--- config.mk ---
export PLATFORM = sky130hd
export DESIGN_NAME = lc4_iter_muldiv_flat
export DESIGN_NICKNAME = d
export VERILOG_FILES = /design/src/rtl/lc4_iter_muldiv_if.sv /design/src/rtl/lc4_iter_muldiv.sv /design/src/flat_wrapper.sv
export SDC_FILE = /design/constraint.sdc
export NUM_CORES = 1
export LEC_CHECK = 0
export CAP_MARGIN = 20
export CORE_ASPECT_RATIO = 1.25
export CORE_MARGIN = 2
export CORE_UTILIZATION = 40
export CTS_CLUSTER_DIAMETER = 200
export DETAILED_ROUTE_END_ITERATION = 10
export PLACE_DENSITY = 0.61
export SYNTH_ARGS = -nofsm -noshare
export SYNTH_HDL_FRONTEND = slang
export SYNTH_SLANG_ARGS = --single-unit
--- constraint.sdc ---
create_clock -name clk -period 6.9 [get_ports clk]
set_input_delay 1.035 -clock clk [delete_from_list [all_inputs] [get_ports clk]]
set_output_delay 1.035 -clock clk [all_outputs]
set_load 0.02 [all_outputs]
--- src/rtl/lc4_iter_muldiv_if.sv ---
// Request/result handshake bundle for the LC4 iterative multiply/divide unit.
// The master issues operations and consumes results; the slave is the unit itself.
`timescale 1ns/1ps
interface lc4_iter_muldiv_if #(
    parameter int WIDTH = 16
);
    logic             i_valid;
    logic             o_ready;
    logic             i_op;
    logic [WIDTH-1:0] i_a;
    logic [WIDTH-1:0] i_b;
    logic             i_flush;
    logic             o_valid;
    logic             i_ready;
    logic [WIDTH-1:0] o_result;
    logic [WIDTH-1:0] o_remainder;
    logic             o_div_zero;

    modport master (
        output i_valid, i_op, i_a, i_b, i_flush, i_ready,
        input  o_ready, o_valid, o_result, o_remainder, o_div_zero
    );

    modport slave (
        input  i_valid, i_op, i_a, i_b, i_flush, i_ready,
        output o_ready, o_valid, o_result, o_remainder, o_div_zero
    );
endinterface

--- src/rtl/lc4_iter_muldiv.sv ---
// Radix-2 iterative unsigned multiply (shift-add) / divide (restoring) unit.
// One bit per BUSY cycle; DIV returns quotient and remainder together.
`timescale 1ns/1ps
module lc4_iter_muldiv #(
    parameter int WIDTH = 16
) (
    input  logic                 clk,
    input  logic                 rst_n,
    lc4_iter_muldiv_if.slave     bus
);
    localparam int CNT_W = $clog2(WIDTH + 1);

    typedef enum logic [1:0] {
        S_IDLE,
        S_BUSY,
        S_DONE
    } state_t;

    state_t           state_q, state_d;
    logic [CNT_W-1:0] cnt_q, cnt_d;
    logic [WIDTH-1:0] res_q, res_d;
    logic [WIDTH-1:0] remo_q, remo_d;
    logic             dz_q, dz_d;

    // a_q: multiplicand (MUL) or dividend shifting into quotient (DIV)
    // b_q: multiplier shifting right (MUL) or divisor (DIV)
    logic             op_q, op_d;
    logic [WIDTH-1:0] a_q, a_d;
    logic [WIDTH-1:0] b_q, b_d;
    logic [WIDTH-1:0] acc_q, acc_d;
    logic [WIDTH-1:0] rem_q, rem_d;

    logic [WIDTH-1:0] mul_acc_nxt;
    logic [WIDTH:0]   rem_shift;
    logic [WIDTH:0]   rem_diff;
    logic             rem_ge;
    logic [WIDTH-1:0] div_rem_nxt;
    logic [WIDTH-1:0] div_quo_nxt;

    assign mul_acc_nxt = b_q[0] ? (acc_q + a_q) : acc_q;

    // The borrow out of the WIDTH+1-bit subtraction decides the quotient bit.
    assign rem_shift   = {rem_q, a_q[WIDTH-1]};
    assign rem_diff    = rem_shift - {1'b0, b_q};
    assign rem_ge      = ~rem_diff[WIDTH];
    assign div_rem_nxt = rem_ge ? rem_diff[WIDTH-1:0] : rem_shift[WIDTH-1:0];
    assign div_quo_nxt = {a_q[WIDTH-2:0], rem_ge};

    always_comb begin
        state_d = state_q;
        cnt_d   = cnt_q;
        res_d   = res_q;
        remo_d  = remo_q;
        dz_d    = dz_q;
        op_d    = op_q;
        a_d     = a_q;
        b_d     = b_q;
        acc_d   = acc_q;
        rem_d   = rem_q;

        case (state_q)
            S_IDLE: begin
                if (bus.i_valid) begin
                    op_d  = bus.i_op;
                    a_d   = bus.i_a;
                    b_d   = bus.i_b;
                    acc_d = '0;
                    rem_d = '0;
                    if (bus.i_op && (bus.i_b == '0)) begin
                        state_d = S_DONE;
                        cnt_d   = '0;
                        res_d   = '0;
                        remo_d  = '0;
                        dz_d    = 1'b1;
                    end else begin
                        state_d = S_BUSY;
                        cnt_d   = CNT_W'(WIDTH);
                        dz_d    = 1'b0;
                    end
                end
            end
            S_BUSY: begin
                cnt_d = cnt_q - CNT_W'(1);
                if (op_q) begin
                    a_d   = div_quo_nxt;
                    rem_d = div_rem_nxt;
                end else begin
                    acc_d = mul_acc_nxt;
                    a_d   = a_q << 1;
                    b_d   = b_q >> 1;
                end
                if (cnt_q == CNT_W'(1)) begin
                    state_d = S_DONE;
                    res_d   = op_q ? div_quo_nxt : mul_acc_nxt;
                    remo_d  = op_q ? div_rem_nxt : '0;
                end
            end
            S_DONE: begin
                if (bus.i_ready) begin
                    state_d = S_IDLE;
                end
            end
            default: begin
                state_d = S_IDLE;
            end
        endcase

        // Flush overrides everything, including a request in the same cycle.
        if (bus.i_flush) begin
            state_d = S_IDLE;
            cnt_d   = '0;
            res_d   = '0;
            remo_d  = '0;
            dz_d    = 1'b0;
        end
    end

    always_ff @(posedge clk) begin
        if (!rst_n) begin
            state_q <= S_IDLE;
            cnt_q   <= '0;
            res_q   <= '0;
            remo_q  <= '0;
            dz_q    <= 1'b0;
        end else begin
            state_q <= state_d;
            cnt_q   <= cnt_d;
            res_q   <= res_d;
            remo_q  <= remo_d;
            dz_q    <= dz_d;
        end
    end

    // Working registers are always reloaded at accept, so they need no reset.
    always_ff @(posedge clk) begin
        op_q  <= op_d;
        a_q   <= a_d;
        b_q   <= b_d;
        acc_q <= acc_d;
        rem_q <= rem_d;
    end

    assign bus.o_ready     = (state_q == S_IDLE);
    assign bus.o_valid     = (state_q == S_DONE);
    assign bus.o_result    = res_q;
    assign bus.o_remainder = remo_q;
    assign bus.o_div_zero  = dz_q;

endmodule

--- src/flat_wrapper.sv ---
// flat-port wrapper written by rule: the top's interface ports become plain ports
module lc4_iter_muldiv_flat 
#(
    parameter int WIDTH = 16
)
  (clk, rst_n, bus_i_valid, bus_i_op, bus_i_a, bus_i_b, bus_i_flush, bus_i_ready, bus_o_ready, bus_o_valid, bus_o_result, bus_o_remainder, bus_o_div_zero);
  lc4_iter_muldiv_if #(.WIDTH(WIDTH)) bus_i ();
  input  logic clk;
  input  logic rst_n;
  input wire logic [$bits(bus_i.i_valid)-1:0] bus_i_valid;
  input wire logic [$bits(bus_i.i_op)-1:0] bus_i_op;
  input wire logic [$bits(bus_i.i_a)-1:0] bus_i_a;
  input wire logic [$bits(bus_i.i_b)-1:0] bus_i_b;
  input wire logic [$bits(bus_i.i_flush)-1:0] bus_i_flush;
  input wire logic [$bits(bus_i.i_ready)-1:0] bus_i_ready;
  output wire logic [$bits(bus_i.o_ready)-1:0] bus_o_ready;
  output wire logic [$bits(bus_i.o_valid)-1:0] bus_o_valid;
  output wire logic [$bits(bus_i.o_result)-1:0] bus_o_result;
  output wire logic [$bits(bus_i.o_remainder)-1:0] bus_o_remainder;
  output wire logic [$bits(bus_i.o_div_zero)-1:0] bus_o_div_zero;
  assign bus_i.i_valid = bus_i_valid;
  assign bus_i.i_op = bus_i_op;
  assign bus_i.i_a = bus_i_a;
  assign bus_i.i_b = bus_i_b;
  assign bus_i.i_flush = bus_i_flush;
  assign bus_i.i_ready = bus_i_ready;
  assign bus_o_ready = bus_i.o_ready;
  assign bus_o_valid = bus_i.o_valid;
  assign bus_o_result = bus_i.o_result;
  assign bus_o_remainder = bus_i.o_remainder;
  assign bus_o_div_zero = bus_i.o_div_zero;
  lc4_iter_muldiv #(.WIDTH(WIDTH)) u_core (.clk(clk), .rst_n(rst_n), .bus(bus_i));
endmodule
Sizing map:
Bar = 20 um.
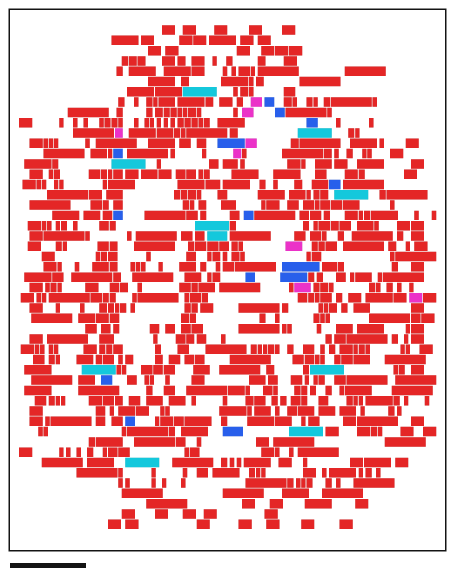
| colour | size | cells |
|---|---|---|
| magenta | _2 cells | 8 |
| cyan | _6 and larger | 10 |
| blue | _3 and _4 cells | 14 |
| red | _0 and _1 cells | 688 |

Clock distribution:
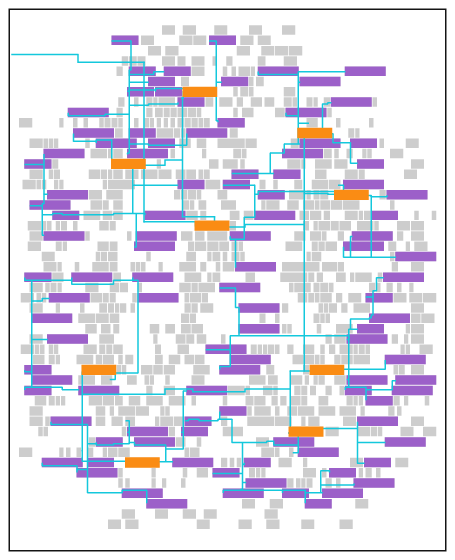
[cyan] clock wires | length: 1400 um
[purple] flip-flops | count: 105
[orange] clock drivers | count: 9
routed clock nets: 10

==> Slide: Implementation Results <==
Key Metrics from the Run

Power
  – Peak supply drop: 0.132 mV
  – Leak pwr: 2.91 nW
  – Switching share of power: 31.6%
  – Power Clock: 491 uW
  – Pwr top: sequential cells
  – Share of power burned in registers: 44.3%

Finish
  – Most frequent logic cell in the layout: nand2_1
  – Non-clk bufs: 78
  – Area Growth Syn to Fin: 18.3%
  – Diodes inserted: 0

Detailed routing
  – Post-route DRC violation count: 0
  – Via/cell ratio: 5.52
  – Met3 WL: 601 um

Setup path
  – Worst setup path start: u_core.b_q[0]$_DFFE_PP_

Place
  – PortBufs: 72

Status
  – Status: finished, final reports clean

Die
  – DIE HEIGHT: 143 um
  – Total core area: 15000 sq um

Clock tree
  – Clk ins delay skew pair: 360 ps
  – Post-CTS Setup Inserts: 0

Global route
  – Initial antenna violation count: 0

Min path
  – Hold/Removal Path Class: register to register

Final timing
  – Final Cycle Share: 54.8%
Clock nets:
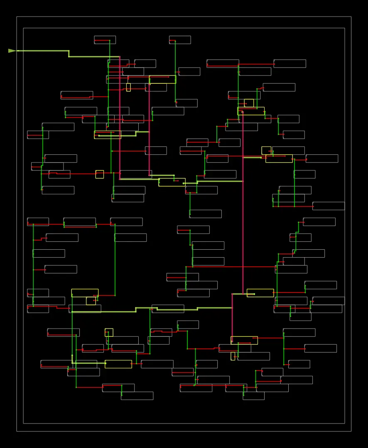
TritonCTS Sinks: 105
sequential cells: 105
Final Skew: 9.83 ps

Cell classes on the final placement:
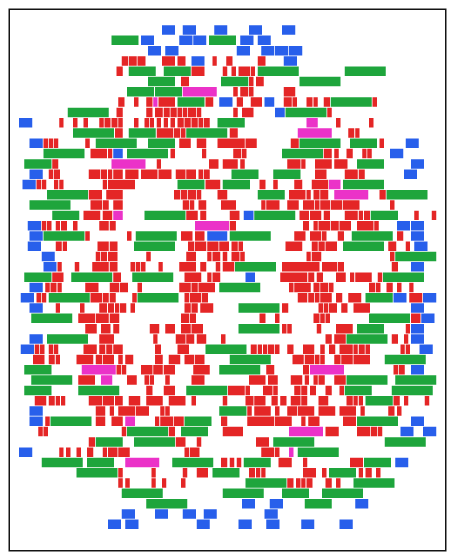
| colour | class | cells |
|---|---|---|
| green | flops | 105 |
| blue | other buffers and delay cells | 78 |
| red | combinational and other logic | 521 |
| magenta | clock drivers and dummy loads | 16 |

Power figures rest on the tool's default switching activity, not on a simulated workload.
